==> config.mk <==
export PLATFORM = sky130hd
export DESIGN_NAME = heading_driver_flat
export DESIGN_NICKNAME = d
export VERILOG_FILES = /design/src/rtl/heading_driver_pkg.sv /design/src/rtl/heading_driver_if.sv /design/src/rtl/heading_driver_timer.sv /design/src/rtl/heading_driver.sv /design/src/flat_wrapper.sv
export SDC_FILE = /design/constraint.sdc
export NUM_CORES = 1
export LEC_CHECK = 0
export CAP_MARGIN = 20
export CORE_ASPECT_RATIO = 0.5
export CORE_MARGIN = 3
export CORE_UTILIZATION = 40
export DETAILED_ROUTE_END_ITERATION = 8
export DONT_BUFFER_PORTS = 1
export HOLD_SLACK_MARGIN = 0.1
export PLACE_DENSITY = 0.63
export SYNTH_ARGS = -nofsm -noshare
export SYNTH_HDL_FRONTEND = slang
export SYNTH_SLANG_ARGS = --single-unit
==> constraint.sdc <==
create_clock -name clock -period 5.3 [get_ports clock]
set_input_delay 1.59 -clock clock [delete_from_list [all_inputs] [get_ports clock]]
set_output_delay 1.59 -clock clock [all_outputs]
set_load 0.005 [all_outputs]
### Wiring by layer

Two of the layers only.
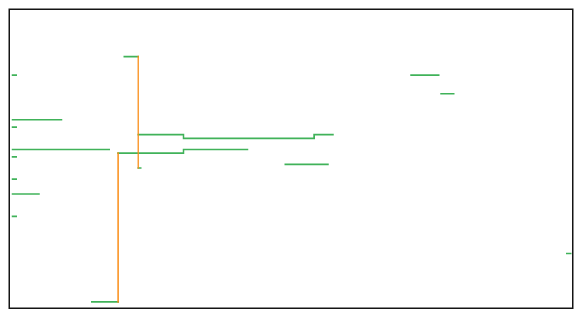
legend:
  orange:
    layer: met4
    wire_length: 47.6 µm
  green:
    layer: met3
    wire_length: 120 µm
Vias: 1316
Routed WL per cell: 15.95 µm
Total Wirelength: 3749 µm
global-route usage over all layers: 15.29%

### M2 wires

Bar = 20 µm.
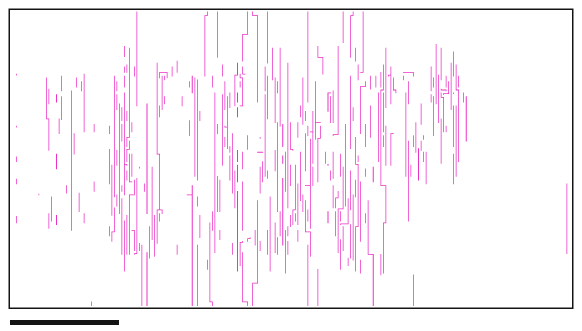
main direction: vertical
nets with wire on the layer: 167
GR Layer Usage met2: 24.25%

### Register map, names as in the netlist

Other sequential cells in the stronger gray, the rest of the logic in the fainter gray.
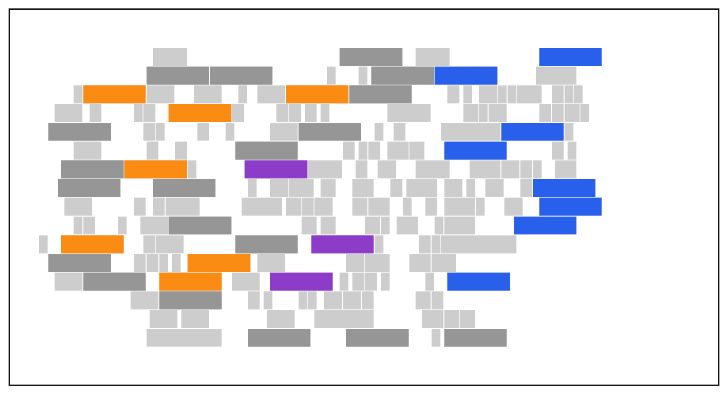
legend:
  blue:
    name_in_the_netlist: `u_core.u_timer.value`
    sequential_cells: 8
  orange:
    name_in_the_netlist: `u_core.head_q_reg`
    sequential_cells: 7
  purple:
    name_in_the_netlist: `u_core.state_reg`
    sequential_cells: 3
not colored: 19
flop share of the area: 45.15%
Seq. pwr: 0.000518 W
Final Util: 48.78%
Reg area: 925.9 µm²

==> results.json <==
{
  "path_clk_slew_ps": 70,
  "p_leak_nw": 0.8835,
  "ys.flop_type": "dfrtp_1",
  "crit_buf_inv": 1,
  "finalNetCount": 200,
  "syn_avg_cell_area_um2": 10.36,
  "crit_type": "in -> reg",
  "ys_seq_share_pct": 49.37,
  "clk-power_w": 0.000288,
  "net-switching-power_w": 0.0004664,
  "clkPwrFrac_pct": 22.3,
  "yosys_area_um2": 1876,
  "pg_comb_w": 0.000482,
  "die_h_um": 54.42,
  "cp-start-kind": "input pin",
  "antenna_cells": 0,
  "p_comb_share_pct": 37.4,
  "top_area_cell": "dfrtp_1",
  "finalSetupViolCount": 0,
  "worst_slack_ps": 2841,
  "simple_gate_area_share_pct": 17.28,
  "synthAoiAreaFrac_pct": 19.08,
  "powerDensity_nw_per_um2": 627.7,
  "fin_area_um2": 2051,
  "seqPwrFrac_pct": 40.2,
  "power_leader": "sequential cells",
  "cp_slowest_cell": "a31oi_1",
  "finClkSkew_ps": 4.532,
  "slew_headroom_pct": 50.73,
  "cts-resized-gates": 0,
  "drt_iter0_drc": 81,
  "ys_sh_xor_pct": 0.9340,
  "edf_count": 0,
  "post-place-ws_ps": 2514,
  "largest_reg_flops": 8,
  "grt_max_degree": 38,
  "cts_made_buffers": 5,
  "worst_ep_arrival_time_ps": 2660,
  "numPortBuffers": 0,
  "grt_pass1_vias": 1319,
  "status": "complete, no violations",
  "cts-root-buf": "clkbuf_8",
  "fp_util_pct": 44.61,
  "fin_hold_ws_ps": 504.8,
  "dieWidth_um": 102.8,
  "p_int_w": 0.0008208,
  "clk_latency_ps": 290,
  "viasPerCell": 5.600,
  "finalSetupTns_ps": 0,
  "mux_area_share_pct": 7.538,
  "dp_hpwl_um": 2533,
  "gp_congestion": 0.7863,
  "cts_buffer_depth": 2,
  "synth_top_area_share_pct": 49.37,
  "die-area_um2": 5597,
  "synth_cells": 181,
  "syn-num-nets": 201,
  "dp_cells": 227,
  "crit_chain": "nor4b_4, buf_4, a31oi_1, o211ai_2, a211oi_1",
  "ctsHoldBuffers": 0,
  "ys_seq_elements": 37,
  "io_pins": 31,
  "r2r_slack_ps": 3260,
  "yosys_warnings": 0,
  "tightest_slew_ps": 734.1,
  "crit_cells": 5,
  "synthTopLogicFamily": "AND-OR/OR-AND gates",
  "num_rows": 16,
  "placed_cell_area_um2": 1917,
  "overflow": 0,
  "drc": 0,
  "critPathTopFamily": "AND-OR/OR-AND gates",
  "dr.pass1.iters": 4,
  "ys_cells": 181,
  "end_kind": "flip-flop",
  "required_ps": 5500,
  "finalHoldViolCount": 0,
  "cts_tree": "done",
  "fin_crit_ps": 2459,
  "synth.area.top_cells": "dfrtp_1 (49%), mux2_2 (5.4%), a21oi_1 (4.8%)",
  "slowest_delay_ps": 250,
  "p_sw_share_pct": 36.23,
  "slew_violations": 0,
  "tool_warnings": 27,
  "reg2regPathDepth": 4,
  "path_max_fanout": 21,
  "grt_pass1_wl_um": 6451,
  "fin_crit_sh_pct": 46.40,
  "clkSinkCount": 37,
  "cap_violations": 0,
  "drive_gt1_share_pct": 16.02,
  "core_um2": 4204,
  "hp-class": "reg -> reg",
  "p_total_w": 0.001287,
  "rsz0062_at_grt": "false",
  "async_flop_share_pct": 100.0,
  "stdcell_count": 235,
  "antenna_found_initial": 0,
  "post_cts_buffers": 0,
  "fmax_mhz": 406.6,
  "drtAntennaViolNets": 0
}
-- cell usage in the layout, fill, tap and decap left out, drive strengths merged, types with 2 or more instances in the layout --
| cell | n |
|---|---|
| nand2 | 17 |
| inv | 9 |
| dfrtp | 37 |
| ha | 2 |
| o211ai | 2 |
| a21oi | 19 |
| nor3 | 3 |
| mux2 | 9 |
| clkinv | 2 |
| o21ai | 12 |
| nand3b | 2 |
| nor2b | 3 |
| o31ai | 2 |
| nor4b | 2 |
| nor2 | 14 |
| o221a | 7 |
| mux2i | 4 |
| bufinv | 2 |
| nand3 | 4 |
| clkbuf | 5 |
| nand2b | 5 |
-- Yosys cell counts, types with 2 or more instances --
cell      number
mux2i_1        4
buf_2          4
nand3b_1       2
o31ai_1        2
inv_1          9
mux2_2         9
clkbuf_1       4
ha_1           2
nor2b_1        3
a21oi_1       18
o221a_1        6
nand3_1        3
nor3_1         2
dfrtp_1       37
nor2_1        14
o21ai_0       11
nand2_1       16
nand2b_1       5
-- metal layers --
metal	vias up	part of all wire (%)	global-route usage, %	wire length [µm]
met5	-	0	0	0
met2	21	47	24.25	1765
li1	643	-	-	-
met1	647	48	20.56	1817
met4	0	1.3	5.806	47
met3	5	3.2	3.817	119
-- kinds of logic (layout without fill, tap and decap cells) --
family,Yosys count,count (layout)
buffers and inverters,19,19
adders and majority gates,2,2
AOI/OAI and AO/OA,52,52
and+or+nand+nor,55,55
xor gates and xnor gates,2,2
DFF,37,37
muxes,13,13
other,1,1
-- cell type report --
type                            count  area [µm²]
Clock buffer                        5       68.82
Multi-Input combinational cell    125       878.3
Clock inverter                      3       65.06
Fill cell                         395        2153
Inverter                           10       37.54
Timing Repair Buffer                1       7.507
Tap cell                           54       67.56
Sequential cell                    37       925.9
Power and IR drop assume default switching activity.
